--- config.mk ---
export PLATFORM = sky130hd
export DESIGN_NAME = score_display
export DESIGN_NICKNAME = d
export VERILOG_FILES = /design/src/rtl/score_display_pkg.sv /design/src/rtl/bin2bcd_seq.sv /design/src/rtl/score_display.sv
export SDC_FILE = /design/constraint.sdc
export NUM_CORES = 1
export LEC_CHECK = 0
export ABC_CLOCK_PERIOD_IN_PS = 3600
export CAP_MARGIN = 20
export CORE_MARGIN = 5
export CORE_UTILIZATION = 28
export DETAILED_ROUTE_END_ITERATION = 8
export SETUP_SLACK_MARGIN = 0.1
export SLEW_MARGIN = 0
export SYNTH_ARGS = -nofsm -noshare
export SYNTH_HDL_FRONTEND = slang
export SYNTH_SLANG_ARGS = --single-unit
export TNS_END_PERCENT = 50
--- constraint.sdc ---
create_clock -name clk -period 3.6 [get_ports clk]
set_clock_uncertainty 0.05 [all_clocks]
set_input_delay 0.54 -clock clk [delete_from_list [all_inputs] [get_ports clk]]
set_output_delay 0.54 -clock clk [all_outputs]
set_load 0.03 [all_outputs]
--- src/rtl/score_display_pkg.sv ---
// score_display_pkg: shared FSM state, segment codes and sizing for the score display.
package score_display_pkg;
  typedef enum logic [1:0] {IDLE, CONV, LOAD} state_t;
  localparam int NUM_DIGITS = 4;
  localparam int CONV_ITERS = 14;
  localparam logic [6:0] SEG_BLANK = 7'b1111111;
  localparam logic [6:0] SEG_0 = 7'b1000000;
  localparam logic [6:0] SEG_1 = 7'b1111001;
  localparam logic [6:0] SEG_2 = 7'b0100100;
  localparam logic [6:0] SEG_3 = 7'b0110000;
  localparam logic [6:0] SEG_4 = 7'b0011001;
  localparam logic [6:0] SEG_5 = 7'b0010010;
  localparam logic [6:0] SEG_6 = 7'b0000010;
  localparam logic [6:0] SEG_7 = 7'b1111000;
  localparam logic [6:0] SEG_8 = 7'b0000000;
  localparam logic [6:0] SEG_9 = 7'b0010000;

  function automatic logic [6:0] seg_enc(input logic [3:0] d);
    return d == 4'd0 ? SEG_0 : d == 4'd1 ? SEG_1 : d == 4'd2 ? SEG_2 :
           d == 4'd3 ? SEG_3 : d == 4'd4 ? SEG_4 : d == 4'd5 ? SEG_5 :
           d == 4'd6 ? SEG_6 : d == 4'd7 ? SEG_7 : d == 4'd8 ? SEG_8 :
           d == 4'd9 ? SEG_9 : SEG_BLANK;
  endfunction
endpackage

--- src/rtl/bin2bcd_seq.sv ---
// bin2bcd_seq: sequential double-dabble, one shift per clk; done pulses after the last shift.
module bin2bcd_seq
  import score_display_pkg::*;
(
  input  logic        clk,
  input  logic        reset,
  input  logic        start_i,
  input  logic [13:0] bin_i,
  output logic        busy_o,
  output logic        done_o,
  output logic [15:0] bcd_o
);
  logic [13:0] sr_q;
  logic [15:0] acc_q;
  logic [15:0] adj;
  logic [3:0]  iter_q;
  logic        busy_q;
  logic        done_q;

  for (genvar i = 0; i < 4; i++) begin : g_adj
    assign adj[4*i +: 4] = acc_q[4*i +: 4] >= 4'd5 ? acc_q[4*i +: 4] + 4'd3 : acc_q[4*i +: 4];
  end

  always_ff @(posedge clk or posedge reset) begin
    if (reset) begin
      sr_q   <= '0;
      acc_q  <= '0;
      iter_q <= '0;
      busy_q <= 1'b0;
      done_q <= 1'b0;
    end else begin
      done_q <= 1'b0;
      if (start_i) begin
        sr_q   <= bin_i;
        acc_q  <= '0;
        iter_q <= '0;
        busy_q <= 1'b1;
      end else if (busy_q) begin
        {acc_q, sr_q} <= {adj, sr_q} << 1;
        iter_q        <= iter_q + 4'd1;
        if (iter_q == 4'(CONV_ITERS - 1)) begin
          busy_q <= 1'b0;
          done_q <= 1'b1;
        end
      end
    end
  end

  assign busy_o = busy_q;
  assign done_o = done_q;
  assign bcd_o  = acc_q;
endmodule

--- src/rtl/score_display.sv ---
// score_display: converts the game score to BCD and scans it onto a 4-digit
// active-low seven-segment display with leading-zero blanking and overflow dp.
module score_display
  import score_display_pkg::*;
#(
  parameter int          REFRESH_DIV = 100000,
  parameter logic [15:0] SAT_MAX     = 16'd9999
) (
  input  logic        clk,
  input  logic        reset,
  input  logic [15:0] score_in,
  output logic [3:0]  an,
  output logic [6:0]  seg,
  output logic        dp,
  output logic [15:0] bcd_out,
  output logic        busy
);
  localparam int CW = REFRESH_DIV > 1 ? $clog2(REFRESH_DIV) : 1;

  state_t                 state_q;
  logic [15:0]            last_q;
  logic [15:0]            bcd_q;
  logic                   ovf_q;
  logic                   ovf_pend_q;
  logic                   busy_q;
  logic [1:0]             sel_q;
  logic [CW-1:0]          cnt_q;
  logic [NUM_DIGITS-1:0]  an_q;
  logic [6:0]             seg_q;
  logic                   dp_q;
  logic                   start;
  logic                   conv_busy;
  logic                   conv_done;
  logic [15:0]            conv_bcd;
  logic [13:0]            sat;
  logic                   wrap;
  logic                   lz;
  logic [6:0]             digit_seg;

  // Scores changing mid-conversion are picked up once we are back in IDLE.
  assign start     = state_q == IDLE && !conv_busy && score_in != last_q;
  assign sat       = score_in > SAT_MAX ? SAT_MAX[13:0] : score_in[13:0];
  assign wrap      = cnt_q == CW'(REFRESH_DIV - 1);
  assign lz        = sel_q == 2'd3 ? bcd_q[15:12] == 4'd0 :
                     sel_q == 2'd2 ? bcd_q[15:8] == 8'd0 :
                     sel_q == 2'd1 ? bcd_q[15:4] == 12'd0 : 1'b0;
  assign digit_seg = lz ? SEG_BLANK : seg_enc(bcd_q[{sel_q, 2'b00} +: 4]);

  bin2bcd_seq u_conv (
    .clk     (clk),
    .reset   (reset),
    .start_i (start),
    .bin_i   (sat),
    .busy_o  (conv_busy),
    .done_o  (conv_done),
    .bcd_o   (conv_bcd)
  );

  always_ff @(posedge clk or posedge reset) begin
    if (reset) begin
      state_q    <= IDLE;
      last_q     <= '0;
      bcd_q      <= '0;
      ovf_q      <= 1'b0;
      ovf_pend_q <= 1'b0;
      busy_q     <= 1'b0;
      sel_q      <= '0;
      cnt_q      <= '0;
      an_q       <= '1;
      seg_q      <= SEG_BLANK;
      dp_q       <= 1'b1;
    end else begin
      cnt_q <= wrap ? '0 : cnt_q + CW'(1);
      if (wrap) sel_q <= sel_q + 2'd1;
      an_q  <= ~(4'b0001 << sel_q);
      seg_q <= digit_seg;
      dp_q  <= !(sel_q == 2'd0 && ovf_q);
      case (state_q)
        IDLE: if (start) begin
          last_q     <= score_in;
          ovf_pend_q <= score_in > SAT_MAX;
          busy_q     <= 1'b1;
          state_q    <= CONV;
        end
        CONV: if (conv_done) begin
          busy_q  <= 1'b0;
          state_q <= LOAD;
        end
        LOAD: begin
          bcd_q   <= conv_bcd;
          ovf_q   <= ovf_pend_q;
          state_q <= IDLE;
        end
        default: state_q <= IDLE;
      endcase
    end
  end

  assign an      = an_q;
  assign seg     = seg_q;
  assign dp      = dp_q;
  assign bcd_out = bcd_q;
  assign busy    = busy_q;
endmodule

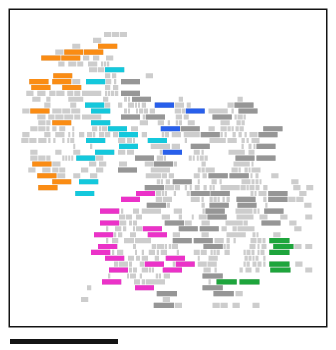
Fig. 1. Where the registers sit (run 1).
The bar under the picture is 50 um long.
Key: u_conv.sr_q = cyan [flops 14]; cnt_q = magenta [flops 17]; seg = green [flops 7, where lower right]; last_q = orange [flops 16]; u_conv.iter_q = blue [flops 4]

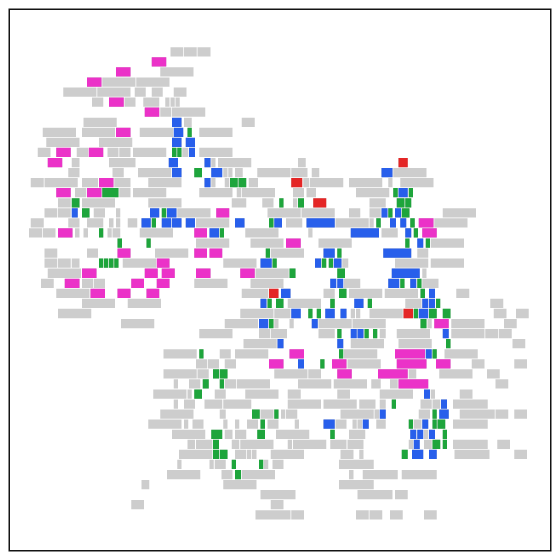
Fig. 2. Gate families picked out (run 1).
Key: non-inverting ao/oa cells = red [cells 5, most used a21o_1]; mux cells = magenta [cells 43, most used mux2_1]; aoi and oai cells = blue [cells 72, most used o21ai_0]; nand cells = green [cells 90, most used nand2_1]

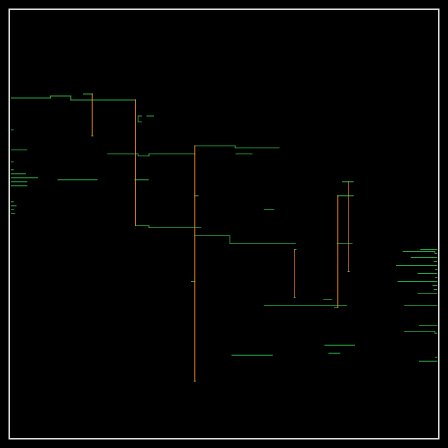
Fig. 3. Wiring by layer (run 1).
Only two layers are drawn.
Key: M4 = orange [wire length 222 um]; M3 = green [wire length 419 um]

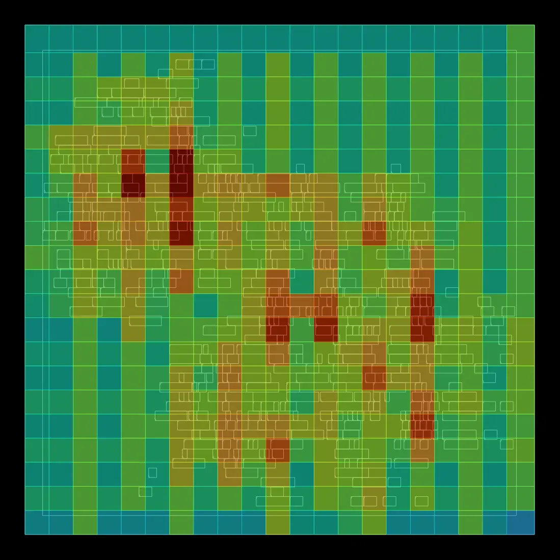
Fig. 4. Routing congestion (run 1).
Global Route met1 Usage: 13.7%
Total GRT Usage: 10.3%
met3 Use GR: 2.62%
Routed WL per cell: 14.3 um

## run 1: cell families (layout without fill, tap and decap cells)
kind of cell,count (synthesis),count (layout),share of synthesized area [%]
and+or+nand+nor,150,150,15.1
DFF,104,104,50.6
AOI/OAI and AO/OA,77,77,10.7
muxes,43,43,9.94
buffers and inverters,38,87,3.80
xor gates and xnor gates,37,37,6.26
adders and majority gates,15,15,3.63
## run 1: stage by stage
| step | total power [mW] | cells |
|---|---|---|
| 2_1_floorplan | 1.22 | 464 |
| 3_3_place_gp | 1.26 | 726 |
| 3_5_place_dp | 1.26 | 726 |
| 4_1_cts | 2.20 | 742 |
| 5_1_grt | 2.25 | 742 |
| 6_report | 2.16 | 742 |
==> reports/metrics.csv, run 1 <==
metric,value,unit
status,completed,
grt_start_max_net_pins,57,
finalHoldViolCount,0,
area_delta_synth_final,18.6,%
largest_cell_class,registers,
ys_types,54,
fp.dieH,146,um
grt_pass1_vias,3620,
root_buffer,clkbuf_16,
p_comb,71.2,uW
post_cts_buffers,0,
dieArea,21300,um2
ant_nets,0,
ys_cells,464,
flops,104,
worstPathArrival,2.65,ns
leakagePower,2.74,nW
pg_seq,1.17,mW
synth_area,5170,um2
critical_path.max_stage_delay,0.47,ns
powerDensity,352,nW/um2
ys.flops,104,
cts_tree,built,
floorplan.nets,497,
wirelength,10.6,mm
min_period,2.47,ns
layout_top_cell,dfrtp_1,
synth_area_leader_cell,dfrtp_1,
r2r_slack,1.38,ns
synth_top_cell_by_count,dfrtp_1,
hold_slack,0.405,ns
critPathLaunch,score_in[0],
worst_pin_slew,0.969,ns
cts_resized,0,
==> inputs of run 2 (changes only) <==
ABC_CLOCK_PERIOD_IN_PS = 2100   (was 3600)
clock period = 2.1 ns   (was 3.6 ns; I/O delays follow)
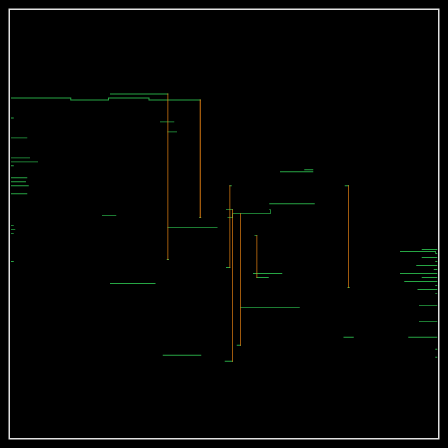
Fig. 5. Wiring by layer (run 2).
Only two layers are drawn.
Key: M3 = green [wire length 371 um]; M4 = orange [wire length 270 um]

==> reports/metrics.csv, run 2 <==
metric,value,unit
status,completed,
critPathLaunchType,input port,
ant_nets,0,
worst_pin_slew,0.603,ns
synthAoiAreaFrac,10.7,%
ys_types,54,
fp.dieH,146,um
synth_area_leader_cell,dfrtp_1,
power,3.81,mW
synth_area,5170,um2
dr.pass1.iters,4,
largest_cell_class,registers,
adder_share,3.63,%
post_cts_buffers,0,
cts_tree,built,
synth_top_cell_by_count,dfrtp_1,
cts_resized,0,
flops,104,
relSlewSlack,59.8,%
yosys.area_share.simple,15.1,%
finalHoldViolCount,0,
grt_pass1_vias,3836,
row_count,49,
wirelength,11.1,mm
dieArea,21300,um2
leakagePower,2.94,nW
floorplan.nets,497,
worstPathArrival,2.14,ns
p_comb,147,uW
grt_start_max_net_pins,56,
ys_cells,464,
clock_area_share,4.60,%
critPathLaunch,score_in[0],
met1_usage,14.0,%
dp_cells,756,
cts_buffer_depth,2,
area_delta_synth_final,25.2,%
mux_area_share,9.94,%
ys_sh_xor,6.26,%
stdcell_count,777,
powerDensity,588,nW/um2
r2r_slack,0.17,ns
root_buffer,clkbuf_16,
ys.flops,104,
pg_seq,2.00,mW
hold_slack,0.224,ns
busiest_layer,met2,
min_period,1.93,ns
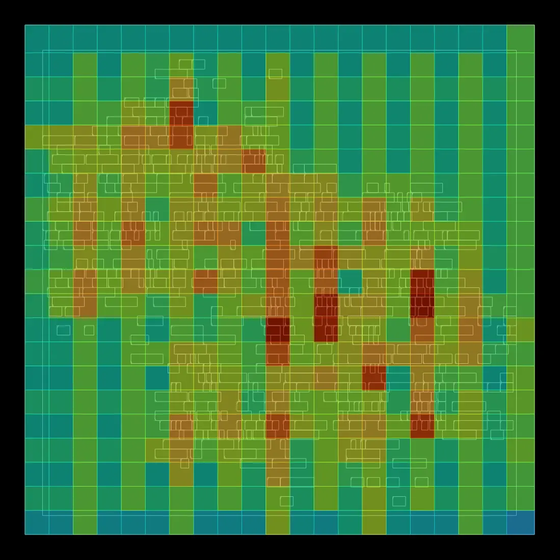
Fig. 6. Routing congestion (run 2).
Total GRT Usage: 10.8%
final core occ: 35.8%
met3 Use GR: 2.58%
GRT met2 Usage: 17.5%
Routed WL per cell: 14.2 um

run 2: worst min path at each step:
stage	endpoint	from	slack [ns]
global route	last_q[14]	score_in[14]	0.24
finish	last_q[14]	score_in[14]	0.22
CTS	cnt_q[1]	reset	0.25
floorplan	dp	ovf_q	0.32
detailed placement	dp	ovf_q	0.42
global placement	dp	ovf_q	0.41
run 2: worst max-delay path: cells and delay by family:
kind                      cells  cell delay (ns)
AOI/OAI and AO/OA             1             0.16
buffers and inverters         4             0.87
xor gates and xnor gates      1             0.17
and+or+nand+nor               3             0.61
==> inputs of run 3 (changes only) <==
CAP_MARGIN = default   (was 20)
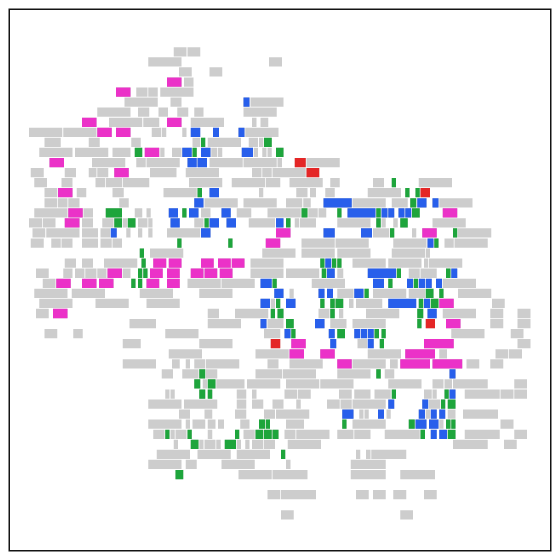
Fig. 7. Gate families picked out (run 3).
Key: nand cells = green [cells 90, most used nand2_1]; aoi and oai cells = blue [cells 72, most used o21ai_0]; mux cells = magenta [cells 43, most used mux2_1]; non-inverting ao/oa cells = red [cells 5, most used a21o_1]

==> reports/metrics.csv, run 3 <==
metric,value,unit
status,completed,
power,3.81,mW
grt_start_max_net_pins,56,
worstPathArrival,2.14,ns
grt_use_met2,17.5,%
critical_path.max_stage_delay,0.44,ns
dr.pass1.iters,4,
layout_top_cell,dfrtp_1,
ys_sh_xor,6.26,%
synthAoiAreaFrac,10.7,%
dp_cells,756,
grt_pass1_vias,3836,
adder_share,3.63,%
r2r_slack,0.17,ns
floorplan.nets,497,
wl_per_cell,14.2,um
ys_types,54,
cts_tree,built,
cpLargestDelayFamily,buffers and inverters,
wirelength,11.1,mm
grt_usage,10.8,%
hold_slack,0.224,ns
cts_buffer_depth,2,
crit_buf_inv,4,
fp.dieH,146,um
met3_usage,2.58,%
powerDensity,588,nW/um2
dieArea,21300,um2
relSlewSlack,59.8,%
ys.flops,104,
ant_nets,0,
ys_cells,464,
root_buffer,clkbuf_16,
crit_cells,9,
critPathLaunch,score_in[0],
row_count,49,
p_comb,147,uW
finalHoldViolCount,0,
synth_top_cell_by_count,dfrtp_1,
leakagePower,2.94,nW
critPathLaunchType,input port,
mux_area_share,9.94,%
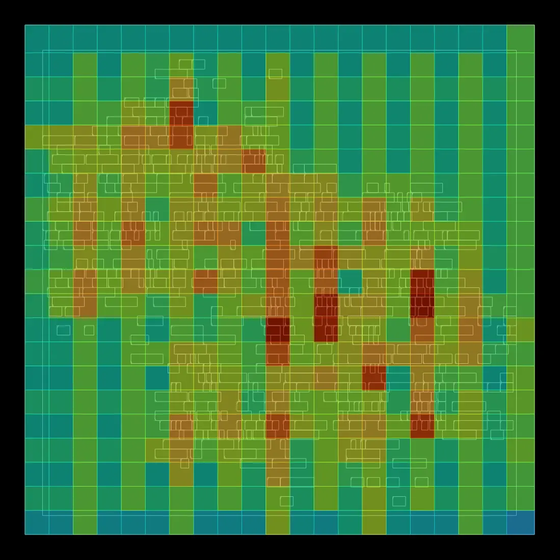
Fig. 8. Routing congestion (run 3).
Top Usage Layer GRT: met2
Global Route met1 Usage: 14.0%

-- run 3: how the worst min path moves through the flow --
stage,endpoint,slack (ns),startpoint,cells past startpoint
2_1_floorplan,dp,0.32,ovf_q,1
3_3_place_gp,dp,0.41,ovf_q,1
3_5_place_dp,dp,0.42,ovf_q,1
4_1_cts,cnt_q[1],0.25,reset,2
5_1_grt,last_q[14],0.24,score_in[14],2
6_report,last_q[14],0.22,score_in[14],2
-- run 3: final cells by class --
class | count | area [um2] | area share (%)
Clock buffer | 15 | 289 | 4.46
Clock inverter | 1 | 8.76 | 0.135
Inverter | 21 | 82.6 | 1.27
Multi-Input combinational cell | 322 | 2360 | 36.4
Sequential cell | 104 | 2620 | 40.4
Tap cell | 229 | 287 | 4.42
Timing Repair Buffer | 85 | 835 | 12.9
Power figures rest on the tool's default switching activity, not on a simulated workload.
